File: config.mk
export PLATFORM = sky130hd
export DESIGN_NAME = wb_uart
export DESIGN_NICKNAME = d
export VERILOG_FILES = /design/src/rtl/uart_pkg.sv /design/src/rtl/uart_fifo.sv /design/src/rtl/wb_uart.sv
export SDC_FILE = /design/constraint.sdc
export NUM_CORES = 1
export LEC_CHECK = 0
export CELL_PAD_IN_SITES_DETAIL_PLACEMENT = 1
export CELL_PAD_IN_SITES_GLOBAL_PLACEMENT = 2
export CORE_ASPECT_RATIO = 1.25
export CORE_MARGIN = 1
export CORE_UTILIZATION = 35
export DETAILED_ROUTE_END_ITERATION = 8
export PLACE_DENSITY = 0.77
export SLEW_MARGIN = 20
export SYNTH_ARGS = -nofsm -noshare
export SYNTH_HDL_FRONTEND = slang
export SYNTH_SLANG_ARGS = --single-unit
File: constraint.sdc
create_clock -name clk -period 6.5 [get_ports clk]
set_input_delay 1.3 -clock clk [delete_from_list [all_inputs] [get_ports clk]]
set_output_delay 1.3 -clock clk [all_outputs]
set_load 0.03 [all_outputs]
File: src/rtl/uart_pkg.sv
// uart_pkg: shared definitions for the wb_uart slice.
//   - register offsets decoded from adr_i[0]
//   - STATUS bit positions
//   - uart_state_t, the frame state encoding used by both TX and RX
package uart_pkg;

  localparam logic UART_DATA   = 1'b0;
  localparam logic UART_STATUS = 1'b1;

  localparam int ST_TXFULL  = 0;
  localparam int ST_TXEMPTY = 1;
  localparam int ST_RXAVAIL = 2;
  localparam int ST_RXOVR   = 3;
  localparam int ST_FRAMERR = 4;
  localparam int ST_TXDROP  = 5;

  typedef enum logic [1:0] {
    IDLE  = 2'd0,
    START = 2'd1,
    DATA  = 2'd2,
    STOP  = 2'd3
  } uart_state_t;

endpackage

File: src/rtl/uart_fifo.sv
// uart_fifo: synchronous FIFO, 2**DEPTH_BITS entries of WIDTH bits.
// Ports:
//   clk, reset     clock, asynchronous active-low reset
//   push_i/wdata_i write strobe and data
//   pop_i          read strobe; rdata_o shows the head entry combinationally
//   full_o/empty_o occupancy flags
// A push while full is accepted when a pop happens on the same edge.
// A pop while empty is ignored.
module uart_fifo #(
  parameter int WIDTH      = 8,
  parameter int DEPTH_BITS = 4
) (
  input  logic             clk,
  input  logic             reset,
  input  logic             push_i,
  input  logic [WIDTH-1:0] wdata_i,
  input  logic             pop_i,
  output logic [WIDTH-1:0] rdata_o,
  output logic             full_o,
  output logic             empty_o
);

  logic [WIDTH-1:0]  mem_q [2**DEPTH_BITS];
  logic [DEPTH_BITS:0] wr_ptr_q, wr_ptr_d;
  logic [DEPTH_BITS:0] rd_ptr_q, rd_ptr_d;
  logic do_push, do_pop;

  // Pointers carry one extra wrap bit: equal means empty, MSB-only
  // difference means full.
  assign empty_o = (wr_ptr_q == rd_ptr_q);
  assign full_o  = (wr_ptr_q[DEPTH_BITS] != rd_ptr_q[DEPTH_BITS]) &&
                   (wr_ptr_q[DEPTH_BITS-1:0] == rd_ptr_q[DEPTH_BITS-1:0]);

  assign do_pop  = pop_i & ~empty_o;
  assign do_push = push_i & (~full_o | do_pop);

  assign rdata_o = mem_q[rd_ptr_q[DEPTH_BITS-1:0]];

  always_comb begin
    wr_ptr_d = wr_ptr_q;
    rd_ptr_d = rd_ptr_q;
    if (do_push) wr_ptr_d = wr_ptr_q + 1'b1;
    if (do_pop)  rd_ptr_d = rd_ptr_q + 1'b1;
  end

  always_ff @(posedge clk or negedge reset) begin
    if (!reset) begin
      wr_ptr_q <= '0;
      rd_ptr_q <= '0;
    end else begin
      wr_ptr_q <= wr_ptr_d;
      rd_ptr_q <= rd_ptr_d;
    end
  end

  // Storage needs no reset; the pointers define what is valid.
  always_ff @(posedge clk) begin
    if (do_push) mem_q[wr_ptr_q[DEPTH_BITS-1:0]] <= wdata_i;
  end

endmodule

File: src/rtl/wb_uart.sv
// wb_uart: Wishbone-classic slave UART, 8N1, two word registers.
//   adr_i[0]=0 DATA   write: push TX byte; read: pop RX {23'b0, valid, byte}
//   adr_i[0]=1 STATUS {26'b0, TXDROP, FRAMERR, RXOVR, RXAVAIL, TXEMPTY, TXFULL}
//                     read clears the sticky bits (3..5)
// Ports:
//   clk, reset            core clock, asynchronous active-low reset
//   adr_i, dat_i, we_i    word address (bit 0 decoded), write data (7:0), write enable
//   sel_i                 ignored, accesses are whole-word
//   stb_i, cyc_i, ack_o   request / single-cycle acknowledge
//   dat_o                 read data, valid while ack_o is high
//   txd                   serial out, idles high
//   rxd                   serial in, asynchronous to clk
// Handshake: a request is sampled when stb_i & cyc_i & ~ack_o; on that edge
// the side effect happens and ack_o rises for exactly one cycle.
// Build option: define UART_RX_EN to build the receive path; without it
// rxd is unused, DATA reads return 0 and STATUS bits 2..4 read 0.
module wb_uart
  import uart_pkg::*;
#(
  parameter int CLKDIV     = 434,
  parameter int DEPTH_BITS = 4
) (
  input  logic        clk,
  input  logic        reset,
  input  logic [31:0] adr_i,
  input  logic [31:0] dat_i,
  output logic [31:0] dat_o,
  input  logic        we_i,
  input  logic [3:0]  sel_i,
  input  logic        stb_i,
  input  logic        cyc_i,
  output logic        ack_o,
  output logic        txd,
  input  logic        rxd
);

  localparam logic [15:0] BIT_LAST  = 16'(CLKDIV - 1);
  localparam logic [15:0] HALF_LAST = 16'(CLKDIV / 2 - 1);

  // ---------------- bus front end ----------------
  logic        ack_q, ack_d;
  logic [31:0] dat_q, dat_d;
  logic        req, wr_data, rd_data, rd_status;

  assign req       = stb_i & cyc_i & ~ack_q;
  assign wr_data   = req &  we_i & (adr_i[0] == UART_DATA);
  assign rd_data   = req & ~we_i & (adr_i[0] == UART_DATA);
  assign rd_status = req & ~we_i & (adr_i[0] == UART_STATUS);

  // ---------------- TX path ----------------
  logic        tx_full, tx_empty, tx_load;
  logic [7:0]  tx_rdata;
  uart_state_t tx_state_q;
  logic [15:0] tx_cnt_q;
  logic [2:0]  tx_bit_q;
  logic [7:0]  tx_shift_q;
  logic        txd_q;
  logic        tx_cnt_last;

  assign tx_cnt_last = (tx_cnt_q == BIT_LAST);
  // Load from the FIFO when idle, or at the end of STOP for back-to-back frames.
  assign tx_load = ~tx_empty & ((tx_state_q == IDLE) ||
                                ((tx_state_q == STOP) && tx_cnt_last));

  uart_fifo #(.WIDTH(8), .DEPTH_BITS(DEPTH_BITS)) u_tx_fifo (
    .clk     (clk),
    .reset   (reset),
    .push_i  (wr_data),
    .wdata_i (dat_i[7:0]),
    .pop_i   (tx_load),
    .rdata_o (tx_rdata),
    .full_o  (tx_full),
    .empty_o (tx_empty)
  );

  always_ff @(posedge clk or negedge reset) begin
    if (!reset) begin
      tx_state_q <= IDLE;
      tx_cnt_q   <= '0;
      tx_bit_q   <= '0;
      tx_shift_q <= '0;
      txd_q      <= 1'b1;
    end else begin
      case (tx_state_q)
        IDLE: begin
          if (tx_load) begin
            tx_shift_q <= tx_rdata;
            tx_cnt_q   <= '0;
            tx_state_q <= START;
            txd_q      <= 1'b0;
          end
        end
        START: begin
          if (tx_cnt_last) begin
            tx_cnt_q   <= '0;
            tx_bit_q   <= '0;
            tx_state_q <= DATA;
            txd_q      <= tx_shift_q[0];
          end else begin
            tx_cnt_q <= tx_cnt_q + 16'd1;
          end
        end
        DATA: begin
          if (tx_cnt_last) begin
            tx_cnt_q <= '0;
            if (tx_bit_q == 3'd7) begin
              tx_state_q <= STOP;
              txd_q      <= 1'b1;
            end else begin
              tx_bit_q   <= tx_bit_q + 3'd1;
              tx_shift_q <= tx_shift_q >> 1;
              txd_q      <= tx_shift_q[1];
            end
          end else begin
            tx_cnt_q <= tx_cnt_q + 16'd1;
          end
        end
        STOP: begin
          if (tx_cnt_last) begin
            tx_cnt_q <= '0;
            if (tx_load) begin
              tx_shift_q <= tx_rdata;
              tx_state_q <= START;
              txd_q      <= 1'b0;
            end else begin
              tx_state_q <= IDLE;
            end
          end else begin
            tx_cnt_q <= tx_cnt_q + 16'd1;
          end
        end
        default: tx_state_q <= IDLE;
      endcase
    end
  end

  assign txd = txd_q;

  // ---------------- RX path ----------------
  logic       rx_empty, rx_full;
  logic [7:0] rx_rdata;
  logic       rx_ovr_set, rx_ferr_set;

`ifdef UART_RX_EN
  logic        rx_s1_q, rx_s2_q, rx_prev_q;
  uart_state_t rx_state_q;
  logic [15:0] rx_cnt_q;
  logic [2:0]  rx_bit_q;
  logic [7:0]  rx_shift_q;
  logic        rx_stop_sample, rx_pop, rx_push;

  assign rx_stop_sample = (rx_state_q == STOP) && (rx_cnt_q == BIT_LAST);
  assign rx_pop         = rd_data & ~rx_empty;
  // A bus pop on the same edge frees a slot, so a full FIFO can still accept.
  assign rx_push        = rx_stop_sample &  rx_s2_q & (~rx_full | rx_pop);
  assign rx_ovr_set     = rx_stop_sample &  rx_s2_q &   rx_full & ~rx_pop;
  assign rx_ferr_set    = rx_stop_sample & ~rx_s2_q;

  uart_fifo #(.WIDTH(8), .DEPTH_BITS(DEPTH_BITS)) u_rx_fifo (
    .clk     (clk),
    .reset   (reset),
    .push_i  (rx_push),
    .wdata_i (rx_shift_q),
    .pop_i   (rx_pop),
    .rdata_o (rx_rdata),
    .full_o  (rx_full),
    .empty_o (rx_empty)
  );

  always_ff @(posedge clk or negedge reset) begin
    if (!reset) begin
      rx_s1_q    <= 1'b1;
      rx_s2_q    <= 1'b1;
      rx_prev_q  <= 1'b1;
      rx_state_q <= IDLE;
      rx_cnt_q   <= '0;
      rx_bit_q   <= '0;
      rx_shift_q <= '0;
    end else begin
      rx_s1_q   <= rxd;
      rx_s2_q   <= rx_s1_q;
      rx_prev_q <= rx_s2_q;
      case (rx_state_q)
        IDLE: begin
          if (rx_prev_q && !rx_s2_q) begin
            rx_cnt_q   <= '0;
            rx_state_q <= START;
          end
        end
        START: begin
          // Mid-bit check of the start bit; a high level means it was a glitch.
          if (rx_cnt_q == HALF_LAST) begin
            rx_cnt_q   <= '0;
            rx_bit_q   <= '0;
            rx_state_q <= rx_s2_q ? IDLE : DATA;
          end else begin
            rx_cnt_q <= rx_cnt_q + 16'd1;
          end
        end
        DATA: begin
          if (rx_cnt_q == BIT_LAST) begin
            rx_cnt_q   <= '0;
            rx_shift_q <= {rx_s2_q, rx_shift_q[7:1]};
            rx_bit_q   <= rx_bit_q + 3'd1;
            if (rx_bit_q == 3'd7) rx_state_q <= STOP;
          end else begin
            rx_cnt_q <= rx_cnt_q + 16'd1;
          end
        end
        STOP: begin
          if (rx_cnt_q == BIT_LAST) begin
            rx_cnt_q   <= '0;
            rx_state_q <= IDLE;
          end else begin
            rx_cnt_q <= rx_cnt_q + 16'd1;
          end
        end
        default: rx_state_q <= IDLE;
      endcase
    end
  end
`else
  logic unused_rx;
  assign rx_empty    = 1'b1;
  assign rx_full     = 1'b0;
  assign rx_rdata    = 8'h00;
  assign rx_ovr_set  = 1'b0;
  assign rx_ferr_set = 1'b0;
  assign unused_rx   = rxd ^ rx_full;
`endif

  // ---------------- sticky status ----------------
  logic txdrop_q, rxovr_q, framerr_q;
  logic txdrop_set;

  // Dropped only if no TX load frees a slot on the same edge.
  assign txdrop_set = wr_data & tx_full & ~tx_load;

  // Set wins over the read-clear so a coincident event is not lost.
  always_ff @(posedge clk or negedge reset) begin
    if (!reset) begin
      txdrop_q  <= 1'b0;
      rxovr_q   <= 1'b0;
      framerr_q <= 1'b0;
    end else begin
      txdrop_q  <= (txdrop_q  & ~rd_status) | txdrop_set;
      rxovr_q   <= (rxovr_q   & ~rd_status) | rx_ovr_set;
      framerr_q <= (framerr_q & ~rd_status) | rx_ferr_set;
    end
  end

  // ---------------- read mux and ack ----------------
  logic [31:0] status_w;

  always_comb begin
    status_w             = '0;
    status_w[ST_TXFULL]  = tx_full;
    status_w[ST_TXEMPTY] = tx_empty & (tx_state_q == IDLE);
    status_w[ST_RXAVAIL] = ~rx_empty;
    status_w[ST_RXOVR]   = rxovr_q;
    status_w[ST_FRAMERR] = framerr_q;
    status_w[ST_TXDROP]  = txdrop_q;
  end

  always_comb begin
    ack_d = req;
    dat_d = '0;
    if (rd_status)                dat_d = status_w;
    else if (rd_data && !rx_empty) dat_d = {23'b0, 1'b1, rx_rdata};
  end

  always_ff @(posedge clk or negedge reset) begin
    if (!reset) begin
      ack_q <= 1'b0;
      dat_q <= '0;
    end else begin
      ack_q <= ack_d;
      dat_q <= dat_d;
    end
  end

  assign ack_o = ack_q;
  assign dat_o = dat_q;

  logic unused_bus;
  assign unused_bus = ^{adr_i[31:1], dat_i[31:8], sel_i};

endmodule

==> impl_metrics.py, run 1 <==
# Generated from Yosys and OpenROAD reports
metrics = {
    "run_status": {
        "outcome": "finished clean",
    },
    "synth": {
        "postSynthCellCount": 542,
        "compound_area_share_pct": 6.361,
        "yosys_cells": 542,
        "synth_cell_type_count": 56,
        "area_leaders": "sky130_fd_sc_hd__edfxtp_1 (49%), sky130_fd_sc_hd__dfrtp_1 (15%), sky130_fd_sc_hd__mux4_2 (7.5%)",
        "yosys.area.top_type_share_pct": 49.35,
        "netlist.top_cell.by_area": "sky130_fd_sc_hd__edfxtp_1",
        "ys_chip_area_sq_um": 7789,
        "post_synth_and_or_nand_nor_area_fraction_pct": 9.542,
        "post_synth_xor_area_fraction_pct": 1.687,
        "synthMuxAreaShare_pct": 10.39,
        "most_common_reg_cell": "sky130_fd_sc_hd__edfxtp_1",
        "synth_async_sr_flop_share_pct": 27.68,
        "synth_area_per_cell_sq_um": 14.37,
        "number_of_synthesized_flops_with_an_enable_pin": 128,
        "logic_family": "multiplexers",
        "postSynthSeqShare_pct": 65.11,
        "post_synth_instance_area_sq_um": 7789,
        "synth-seq-cells": 177,
        "ys_top_cells_by_count": "sky130_fd_sc_hd__edfxtp_1 (128), sky130_fd_sc_hd__dfrtp_1 (48), sky130_fd_sc_hd__nand2_1 (48), sky130_fd_sc_hd__o21ai_0 (37), sky130_fd_sc_hd__nor2_1 (32)",
        "synth.most_common_cell": "sky130_fd_sc_hd__edfxtp_1",
    },
    "setup_path": {
        "critical-path-max-stage-delay_ns": 0.88,
        "worst-setup-path-type": "reg -> reg",
        "crit_required_ns": 6.56,
        "crit_slowest_cell": "sky130_fd_sc_hd__nor4_2",
        "sort_of_element_at_the_end_of_the_critical_path": "flip-flop",
        "path_buffers": 1,
        "cp_top_family": "simple AND/OR/NAND/NOR gates",
        "cells_traversed_along_the_worst_timing_path": "inv_1 > ha_1 > or4b_4 > nor4_2 > a2111oi_0 > nor2_2 > nand2_1 > nor3b_2",
        "startpoint_type": "flip-flop",
        "critical_path_fanout_max": 11,
        "cp.arrival_ns": 4.28,
    },
    "timing": {
        "finalClockPeriodUsage_pct": 64.87,
        "finalSetupViolCount": 0,
        "final.setup_skew_ns": 0.01307,
        "max_clock_freq_mhz": 237.2,
        "worst_slack_ns": 2.284,
        "timing.max_slew.rel_slack_pct": 31.26,
        "tightest_slew_ns": 1.023,
        "timing.final.max_slew_violations": 0,
        "finalHoldViolCount": 0,
        "finalSetupTns_ns": 0,
        "finalWorstPathRequiredPeriod_ns": 4.216,
        "grt_setup_unrepaired": "false",
        "fin_worst_hold_slack_ns": 0.4897,
    },
    "detailed_routing": {
        "detail_route.vias_per_cell": 5.060,
        "wl_mm": 15.76,
        "wl_per_cell_um": 18.50,
        "via_count": 4311,
        "antenna_left": 0,
        "pre_repair_dr_iteration_count": 4,
        "post-route-drc-count": 0,
    },
    "power_and_ir_drop": {
        "irDropWorstVdd_mv": 0.2644,
        "leakagePower_nw": 3.141,
        "power-per-cell-area_nw_per_um2": 394.0,
        "finalPower_mw": 3.465,
    },
    "clock_network": {
        "post-cts-setup-buffer-count": 0,
        "cts_root_buf": "sky130_fd_sc_hd__clkbuf_16",
        "clk_pin_slew_ns": 0.07,
        "cts.repair.resized": 0,
        "clock_tree_from_tritoncts": "built",
        "postCtsHoldBufs": 0,
        "cts-htree-levels": 4,
        "cts_max_path_buffers": 2,
        "cts-buffers-inserted": 17,
        "clock_sink_count": 177,
        "clock_insertion_delay_worst_skew_ns": 0.44,
    },
    "die": {
        "die_h_um": 168.8,
        "fp-row-count": 60,
        "core_util_floorplan_pct": 35.90,
        "core_area_sq_um": 21700,
        "dieArea_sq_um": 22860,
        "pin_count": 108,
        "die_w_um": 135.4,
    },
    "finish": {
        "final_cells": 852,
        "layout.core_utilization_pct": 40.54,
        "synthToLayoutAreaGrowth_pct": 12.92,
        "post-route-cell-area_sq_um": 8795,
        "post_route_cells_drive_above_1_share_pct": 15.01,
        "final_net_count": 648,
        "lay_top_cells": "sky130_fd_sc_hd__edfxtp_1 (128), sky130_fd_sc_hd__nand2_1 (48), sky130_fd_sc_hd__dfrtp_1 (47), sky130_fd_sc_hd__o21ai_0 (37), sky130_fd_sc_hd__nor2_1 (32)",
        "lay_top_count": "sky130_fd_sc_hd__edfxtp_1",
        "antenna_cells": 0,
    },
    "global_route": {
        "antenna_violations_before_repair": 0,
        "first_global_vias": 4649,
        "grt_start_max_net_pins": 43,
        "grt.total_usage_pct": 15.16,
        "grt-ovfl-total": 0,
        "grt_pass1_wl_mm": 25.87,
    },
    "min_path": {
        "min_path_type": "reg -> reg",
    },
    "placement": {
        "place_worst_setup_slack_ns": 2.224,
        "hpwl_mm": 10.58,
        "portBuffers": 20,
        "dpl-instance-area_sq_um": 8188,
        "place_congestion": 0.7788,
    },
    "run": {
        "maxCapViolCount": 0,
        "log.warning_count": 94,
    },
}
-- run 1: area by class of cell --
type | instances | area [sq um]
fillers | 2200 | 12900
flip-flops and latches | 177 | 5072
multi-input cells | 326 | 2476
clock buffers | 18 | 429.2
well taps | 279 | 349.1
repair buffers | 24 | 237.7
clock inverters | 14 | 177.7
inverters | 14 | 52.55
-- run 1: worst paths after layout --
path | start | end | slack (ns) | depth (start not counted)
hold reg to reg | rxovr_q | dat_o[3] | 0.49 | 1
setup / recovery | tx_cnt_q[1] | u_tx_fifo.mem_q[7][0] | 2.28 | 8
hold / removal | rxovr_q | dat_o[3] | 0.49 | 1
setup reg to reg | tx_cnt_q[1] | u_tx_fifo.mem_q[7][0] | 2.28 | 8
min in group asynchronous | reset | ack_o | 0.79 | 1
max in group asynchronous | reset | txd | 5.12 | 2
-- run 1: metal layers --
layer	wire length, um	vias up	track usage [%]
met2	8217	72	26.04
li1	-	2002	-
met4	199	0	4.836
met5	0	-	0
met3	541	18	3.145
met1	6801	2219	18.97
-- run 1: power by group --
| part | switching (mW) | total, mW | internal, mW | leakage [nW] |
|---|---|---|---|---|
| clock | 0.492 | 1.05 | 0.557 | 0.294 |
| sequential | 0.127 | 1.43 | 1.30 | 1.79 |
| combinational | 0.552 | 0.989 | 0.437 | 1.06 |
| total | 1.17 | 3.47 | 2.29 | 3.14 |
-- run 1: flip-flops by register name, summed over array words and instances (netlist names), 2 cells and up --
name / flops
u_tx_fifo.mem_q: 128
tx_bit_q: 3
dat_o: 5
u_tx_fifo.wr_ptr_q: 5
u_tx_fifo.rd_ptr_q: 5
tx_shift_q: 8
tx_state_q: 2
tx_cnt_q: 16
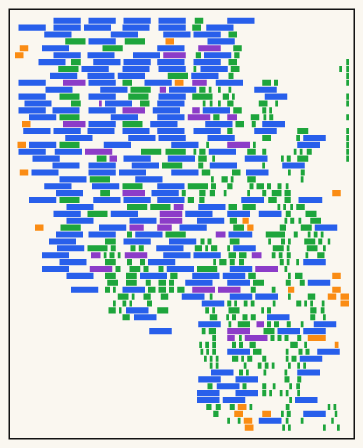
Run 1: cell classes on the final placement
legend:
  orange:
    class: other buffers and delay cells
    cells: 24
  blue:
    class: flip-flops
    cells: 177
  purple:
    class: clock drivers and dummy loads
    cells: 32
  green:
    class: all other logic
    cells: 340

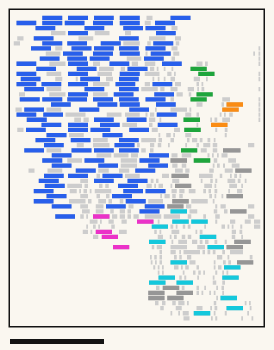
Run 1: where the registers sit
Scale bar: 50 um. Other sequential cells in the stronger grey, the rest of the logic in the fainter grey.
legend:
  cyan:
    netlist_name: tx_cnt_q
    flops: 16
  orange:
    netlist_name: tx_bit_q
    flops: 3
  magenta:
    netlist_name: u_tx_fifo.wr_ptr_q
    flops: 5
  green:
    netlist_name: tx_shift_q
    flops: 8
  blue:
    netlist_name: u_tx_fifo.mem_q
    flops: 128

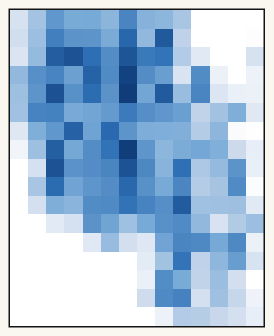
Run 1: cell density map
The die is cut into 14 by 17 equal tiles; white is low, dark blue is high, 0 to 100% covered.
nearly empty tiles: 21%
tiles over 75% full: 8.8%
fullest tile: 95%
emptiest ninth of the die: lower left

## Run 2: what changed since run 1
Clock period 6.5 ns to 4.3 ns, I/O delays scaled along.
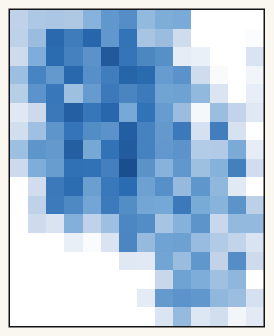
Run 2: cell density map
The die is cut into 14 by 17 equal tiles; white is low, dark blue is high, 0 to 100% covered.
nearly empty tiles: 21%
emptiest ninth of the die: lower left
mean over tiles: 37%
fullest tile: 88%
tiles over 75% full: 6.3%

==> run 2 against run 1 <==
  * Area after synthesis did not move
  * Sequential power rose by 47%
  * Largest power group unchanged
  * Non-clock buffer count grew 8
  * Critical path type unchanged
  * Synthesized cell count stayed put
  * Combinational power up 59%
  * Utilization is 0.16 points higher
  * Final cell count is 0.94% higher
  * Critical path depth rose by 1
  * Total power up 52%
  * First-iteration DRC count increased by 0.74%
  * Register-to-register slack lost 1.4 ns
  * Cell area is 0.38% higher
==> impl_metrics.py, run 2 <==
# Generated from Yosys and OpenROAD reports
metrics = {
    "run_status": {
        "outcome": "finished clean",
    },
    "synth": {
        "area_leaders": "sky130_fd_sc_hd__edfxtp_1 (49%), sky130_fd_sc_hd__dfrtp_1 (15%), sky130_fd_sc_hd__mux4_2 (7.5%)",
        "synth-seq-cells": 177,
        "yosys.area.top_type_share_pct": 49.35,
        "ys_chip_area_sq_um": 7789,
        "most_common_reg_cell": "sky130_fd_sc_hd__edfxtp_1",
        "synth_cell_type_count": 56,
        "postSynthCellCount": 542,
        "netlist.top_cell.by_area": "sky130_fd_sc_hd__edfxtp_1",
        "number_of_synthesized_flops_with_an_enable_pin": 128,
        "postSynthSeqShare_pct": 65.11,
        "synth_area_per_cell_sq_um": 14.37,
        "ys_top_cells_by_count": "sky130_fd_sc_hd__edfxtp_1 (128), sky130_fd_sc_hd__dfrtp_1 (48), sky130_fd_sc_hd__nand2_1 (48), sky130_fd_sc_hd__o21ai_0 (37), sky130_fd_sc_hd__nor2_1 (32)",
    },
    "finish": {
        "layout.cells.largest_class": "flip-flops and latches",
        "antenna_cells": 0,
        "post_route_cells_drive_above_1_share_pct": 15.49,
        "lay_top_cells": "sky130_fd_sc_hd__edfxtp_1 (128), sky130_fd_sc_hd__nand2_1 (48), sky130_fd_sc_hd__dfrtp_1 (47), sky130_fd_sc_hd__o21ai_0 (37), sky130_fd_sc_hd__nor2_1 (32)",
        "mi_logic_area_sq_um": 2456,
        "combAreaFraction_pct": 27.82,
        "comb_cells": 326,
        "synthToLayoutAreaGrowth_pct": 13.35,
        "ff_count": 177,
        "clockBufferCount": 18,
        "seqAreaFraction_pct": 57.45,
        "buffer_area_share_pct": 3.231,
        "clock_tree_area_fraction_pct": 6.944,
        "non_clock_buffer_count": 32,
    },
    "power_and_ir_drop": {
        "total_switching_power_mw": 1.775,
        "power_clock_mw": 1.58,
        "clockPowerShare_pct": 30.1,
        "power_report.internal_total_mw": 3.479,
        "power-per-cell-area_nw_per_um2": 595.1,
        "largestPowerGroup": "sequential cells",
        "powerComb_mw": 1.57,
        "sequentialPower_mw": 2.10,
        "irDropWorstVdd_mv": 0.3389,
        "combinationalPowerShare_pct": 29.9,
        "switching_share_pct": 33.79,
    },
    "clock_network": {
        "clk_pin_slew_ns": 0.08,
        "cts_root_buf": "sky130_fd_sc_hd__clkbuf_16",
        "postCtsHoldBufs": 0,
        "clock_sink_count": 177,
        "cts-buffers-inserted": 17,
        "clock_tree_from_tritoncts": "built",
    },
    "setup_path": {
        "r2r_slack_ns": 0.88,
        "worst-setup-path-type": "reg -> reg",
        "sort_of_element_at_the_end_of_the_critical_path": "flip-flop",
        "critical_path_fanout_max": 11,
        "cells_traversed_along_the_worst_timing_path": "inv_1 > ha_1 > or4b_4 > nor4_2 > buf_4 > a2111oi_0 > nor2_2 > nor3b_2 > and2_1",
        "startpoint_type": "flip-flop",
        "critical-path-max-stage-delay_ns": 0.47,
    },
    "run": {
        "maxCapViolCount": 0,
        "log.warning_count": 94,
    },
    "timing": {
        "finalSetupViolCount": 0,
        "max_clock_freq_mhz": 292.7,
        "timing.max_slew.rel_slack_pct": 33.86,
        "finalHoldViolCount": 0,
        "tightest_slew_ns": 0.9921,
        "final.setup_skew_ns": 0.01306,
        "timing.final.max_slew_violations": 0,
        "finalWorstPathRequiredPeriod_ns": 3.417,
        "finalClockPeriodUsage_pct": 79.47,
        "finalSetupTns_ns": 0,
        "grt_setup_unrepaired": "false",
    },
    "detailed_routing": {
        "pre_repair_dr_iteration_count": 4,
        "wl_per_cell_um": 18.87,
        "via_count": 4375,
        "detail_route.vias_per_cell": 5.087,
        "antenna_left": 0,
    },
    "die": {
        "core_util_floorplan_pct": 35.90,
        "fp-row-count": 60,
        "nWellTaps": 279,
        "die_h_um": 168.8,
        "dieArea_sq_um": 22860,
        "core_area_sq_um": 21700,
        "pin_count": 108,
    },
    "global_route": {
        "grt.total_usage_pct": 15.41,
        "antenna_violations_before_repair": 0,
        "grt_pass1_wl_mm": 26.35,
        "first_global_vias": 4682,
    },
    "min_path": {
        "min_path_type": "in -> async",
    },
    "placement": {
        "place_congestion": 0.7595,
        "hpwl_mm": 10.78,
    },
}
## run 2: how the worst max path moves through the flow
stage / slack [ns] / from / endpoint
2_1_floorplan: 1.28 / tx_cnt_q[1] / u_tx_fifo.mem_q[7][0]
3_3_place_gp: 1.01 / tx_cnt_q[1] / u_tx_fifo.mem_q[14][3]
3_5_place_dp: 0.89 / tx_cnt_q[1] / u_tx_fifo.mem_q[14][4]
4_1_cts: 0.85 / tx_cnt_q[1] / u_tx_fifo.mem_q[13][7]
5_1_grt: 0.65 / tx_cnt_q[1] / u_tx_fifo.mem_q[1][7]
6_report: 0.88 / tx_cnt_q[1] / u_tx_fifo.mem_q[1][7]
## run 2: critical path, delay by kind of cell (launching register included)
kind            cells  cell delay [ns]
flops               1             0.44
compound gates      1             0.16
buf+inv             2             0.31
simple gates        5             2.01
fa+ha+maj           1             0.14
## run 2: metal layers
layer	global-route usage (%)	vias up	part of all wire [%]
met5	0	-	0
met4	4.885	0	1.3
met3	3.983	18	3.3
met2	26.29	68	52
met1	18.96	2266	43
li1	-	2023	-
## run 2: per-stage QoR
step | util [%] | hold slack [ns] | cell area [sq um] | std cells | worst slack [ns]
global route | 40.69 | 0.3328 | 8828 | 860 | 0.6495
global placement | 37.87 | 0.4537 | 8215 | 828 | 1.012
CTS | 40.69 | 0.3145 | 8828 | 860 | 0.8518
finish | 40.69 | 0.3244 | 8828 | 860 | 0.8830
detailed placement | 37.87 | 0.4633 | 8215 | 828 | 0.8936
floorplan | - | 0.4448 | 7886 | 568 | 1.281
## run 2: cell families after synthesis
logic type,count (synthesis),synth area share (%)
compound gates,76,6.362
flops,177,65.11
simple gates,147,9.543
xor+xnor,15,1.687
fa+ha+maj,14,2.249
other cells,1,0.04815
mux,47,10.39
buf+inv,65,4.610
## Run 3: what changed since run 2
Clock period 4.3 ns to 3.6 ns, I/O delays scaled along.
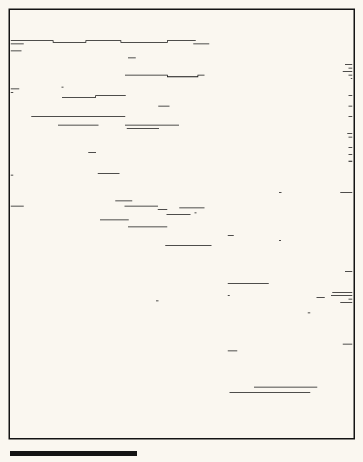
Run 3: metal 3
Scale bar: 50 um.
share of all routed wire: 2.9%
longest straight run: 36.8 um
wire length on this layer: 480 um
main direction: horizontal
nets with wire on the layer: 41

==> run 3 against run 2 <==
  * Wire length increased by 0.11%
  * Clock skew is 0.0088 ns higher
  * Clock-buffer cell count down 1
  * Non-clock buffer count is the same
  * First-iteration DRC count increased by 5.5%
  * Clock power rose by 22%
  * Synthesized cell count unchanged
  * Critical path type unchanged
  * Register-to-register slack lost 0.36 ns
  * Highest routed layer unchanged
  * Largest power group unchanged
  * Sequential power is about 20% higher
  * Global-route usage hardly changed
==> impl_metrics.py, run 3 <==
# Generated from Yosys and OpenROAD reports
metrics = {
    "run_status": {
        "outcome": "finished clean",
    },
    "global_route": {
        "grt_start_max_net_pins": 50,
        "grt-ovfl-total": 0,
        "grt.total_usage_pct": 15.38,
        "first_global_vias": 4731,
        "antenna_violations_before_repair": 0,
        "grt_pass1_wl_mm": 26.19,
    },
    "setup_path": {
        "cp_top_family": "simple AND/OR/NAND/NOR gates",
        "worst_r2r_path_depth": 8,
        "critical-path-max-stage-delay_ns": 0.46,
        "cells_traversed_along_the_worst_timing_path": "inv_1 > ha_1 > or4b_4 > nor4_2 > a2111oi_0 > nor2_2 > and3b_1 > and2_1",
        "sort_of_element_at_the_end_of_the_critical_path": "flip-flop",
        "worst_setup_path_startpoint": "tx_cnt_q[1]",
        "crit_slowest_cell": "sky130_fd_sc_hd__or4b_4",
        "worst-setup-path-type": "reg -> reg",
        "startpoint_type": "flip-flop",
        "worstReg2RegEnd": "u_tx_fifo.mem_q[11][6]",
        "crit_required_ns": 3.67,
        "path_buffers": 1,
        "r2r_start": "tx_cnt_q[1]",
        "r2r_slack_ns": 0.52,
        "cp.arrival_ns": 3.15,
        "critical_path_fanout_max": 8,
    },
    "timing": {
        "finalSetupTns_ns": 0,
        "worst_slack_ns": 0.5242,
        "grt_setup_unrepaired": "false",
        "finalHoldViolCount": 0,
        "timing.final.max_slew_violations": 0,
        "finalSetupViolCount": 0,
        "max_clock_freq_mhz": 325.1,
        "finalWorstPathRequiredPeriod_ns": 3.076,
        "final.setup_skew_ns": 0.02184,
        "timing.max_slew.rel_slack_pct": 37.31,
        "tightest_slew_ns": 0.9403,
        "finalClockPeriodUsage_pct": 85.44,
    },
    "synth": {
        "synth-seq-cells": 177,
        "postSynthCellCount": 542,
        "most_common_reg_cell": "sky130_fd_sc_hd__edfxtp_1",
        "yosys_cells": 542,
        "synth_area_per_cell_sq_um": 14.37,
        "yosysWarnings": 0,
        "synth_async_sr_flop_share_pct": 27.68,
        "synth_cell_type_count": 56,
        "post_synth_instance_area_sq_um": 7789,
        "yosys.area.top_type_share_pct": 49.35,
        "area_leaders": "sky130_fd_sc_hd__edfxtp_1 (49%), sky130_fd_sc_hd__dfrtp_1 (15%), sky130_fd_sc_hd__mux4_2 (7.5%)",
        "postSynthSeqShare_pct": 65.11,
        "number_of_synthesized_flops_with_an_enable_pin": 128,
        "synth.most_common_cell": "sky130_fd_sc_hd__edfxtp_1",
        "ys_top_cells_by_count": "sky130_fd_sc_hd__edfxtp_1 (128), sky130_fd_sc_hd__dfrtp_1 (48), sky130_fd_sc_hd__nand2_1 (48), sky130_fd_sc_hd__o21ai_0 (37), sky130_fd_sc_hd__nor2_1 (32)",
        "ys_chip_area_sq_um": 7789,
        "netlist.top_cell.by_area": "sky130_fd_sc_hd__edfxtp_1",
    },
    "detailed_routing": {
        "wl_met3_um": 479,
        "antenna_left": 0,
        "post-route-drc-count": 0,
        "wl_mm": 16.25,
        "routed-wl-met2_mm": 8.741,
        "route.top_layer_used": "met4",
        "via_count": 4409,
        "wl_on_met1_mm": 6.757,
        "detail_route.vias_per_cell": 5.127,
        "pre_repair_dr_iteration_count": 4,
        "wl_per_cell_um": 18.89,
        "drtIter0Drc": 289,
    },
    "run": {
        "log.warning_count": 94,
        "maxCapViolCount": 0,
    },
    "die": {
        "die_w_um": 135.4,
        "nWellTaps": 279,
        "fp-row-count": 60,
        "dieArea_sq_um": 22860,
        "die_h_um": 168.8,
        "core_util_floorplan_pct": 35.90,
        "pin_count": 108,
        "core_area_sq_um": 21700,
    },
    "clock_network": {
        "clk_pin_slew_ns": 0.08,
        "cts_root_buf": "sky130_fd_sc_hd__clkbuf_16",
        "cts.repair.resized": 0,
        "cts-htree-levels": 4,
        "cts_max_path_buffers": 2,
        "post-cts-setup-buffer-count": 0,
        "clock_sink_count": 177,
        "clock_insertion_delay_worst_skew_ns": 0.44,
        "clock_tree_from_tritoncts": "built",
        "cts-buffers-inserted": 17,
        "postCtsHoldBufs": 0,
    },
    "power_and_ir_drop": {
        "irDropWorstVdd_mv": 0.4009,
        "leakagePower_nw": 3.192,
        "power-per-cell-area_nw_per_um2": 715.0,
    },
    "placement": {
        "dpl-instance-area_sq_um": 8215,
        "place_congestion": 0.7463,
        "hpwl_mm": 10.93,
        "place_worst_setup_slack_ns": 0.4719,
        "portBuffers": 20,
    },
    "finish": {
        "lay_top_count": "sky130_fd_sc_hd__edfxtp_1",
        "largest_register_ff_count": 128,
        "ff_count": 177,
        "register_area_sq_um": 5072,
        "post_route_cells_drive_above_1_share_pct": 15.66,
        "inv_count": 14,
        "nFillCells": 2189,
        "layout.cells.largest_class": "flip-flops and latches",
        "final_net_count": 656,
        "lay_top_cells": "sky130_fd_sc_hd__edfxtp_1 (128), sky130_fd_sc_hd__nand2_1 (48), sky130_fd_sc_hd__dfrtp_1 (47), sky130_fd_sc_hd__o21ai_0 (37), sky130_fd_sc_hd__nor2_1 (32)",
        "synthToLayoutAreaGrowth_pct": 13.70,
        "post-route-cell-area_sq_um": 8856,
        "mi_logic_area_sq_um": 2456,
        "combAreaFraction_pct": 27.73,
        "non_clock_buffer_count": 32,
        "clock_tree_area_fraction_pct": 7.205,
        "seqAreaFraction_pct": 57.28,
        "clockBufferCount": 17,
        "antenna_cells": 0,
        "comb_cells": 326,
        "buffer_area_share_pct": 3.250,
    },
    "min_path": {
        "min_path_type": "in -> async",
    },
}
[run 3: cell counts after synthesis]
No cell type changed its count.
[run 3: how the worst max path moves through the flow]
stage                     cells after the start                      to
after CTS                                     8   u_tx_fifo.mem_q[0][6]
after global routing                          8   u_tx_fifo.mem_q[1][7]
after floorplan                               8   u_tx_fifo.mem_q[7][0]
final                                         8  u_tx_fifo.mem_q[11][6]
after global placement                        8  u_tx_fifo.mem_q[12][1]
after detailed placement                      8  u_tx_fifo.mem_q[12][4]
[run 3: power by group]
group | internal [mW] | switching [mW] | total (mW)
Sequential | 2.35 | 0.165 | 2.51
Clock | 0.975 | 0.958 | 1.93
Combinational | 0.799 | 1.09 | 1.89
Total | 4.12 | 2.21 | 6.33
[run 3: logic make-up (layout without fill, tap and decap cells)]
logic type,count (synthesis),after routing,share of synthesized area [%]
AOI/OAI and AO/OA,76,76,6.362
buffers and inverters,65,78,4.610
muxes,47,47,10.39
DFF,177,177,65.11
and+or+nand+nor,147,147,9.543
adders and majority gates,14,14,2.249
xor gates and xnor gates,15,15,1.687
other,1,27,0.04815
[run 3: per-layer routing]
metal	up-vias	global-route usage [%]
met4	0	5.667
li1	2022	-
met3	21	3.145
met1	2287	18.92
met5	-	0
met2	79	26.47
[run 3: metrics by stage]
stage	utilization (%)	hold WS, ns	total power, mW	std cells
after floorplan	-	0.4244	3.975	568
after detailed placement	37.87	0.4638	4.451	828
final	40.82	0.3038	6.332	860
after global routing	40.82	0.3408	6.676	860
after CTS	40.81	0.4857	6.420	860
after global placement	37.87	0.4544	4.367	828
No activity file was given, so power comes from the tool's default toggle rates.
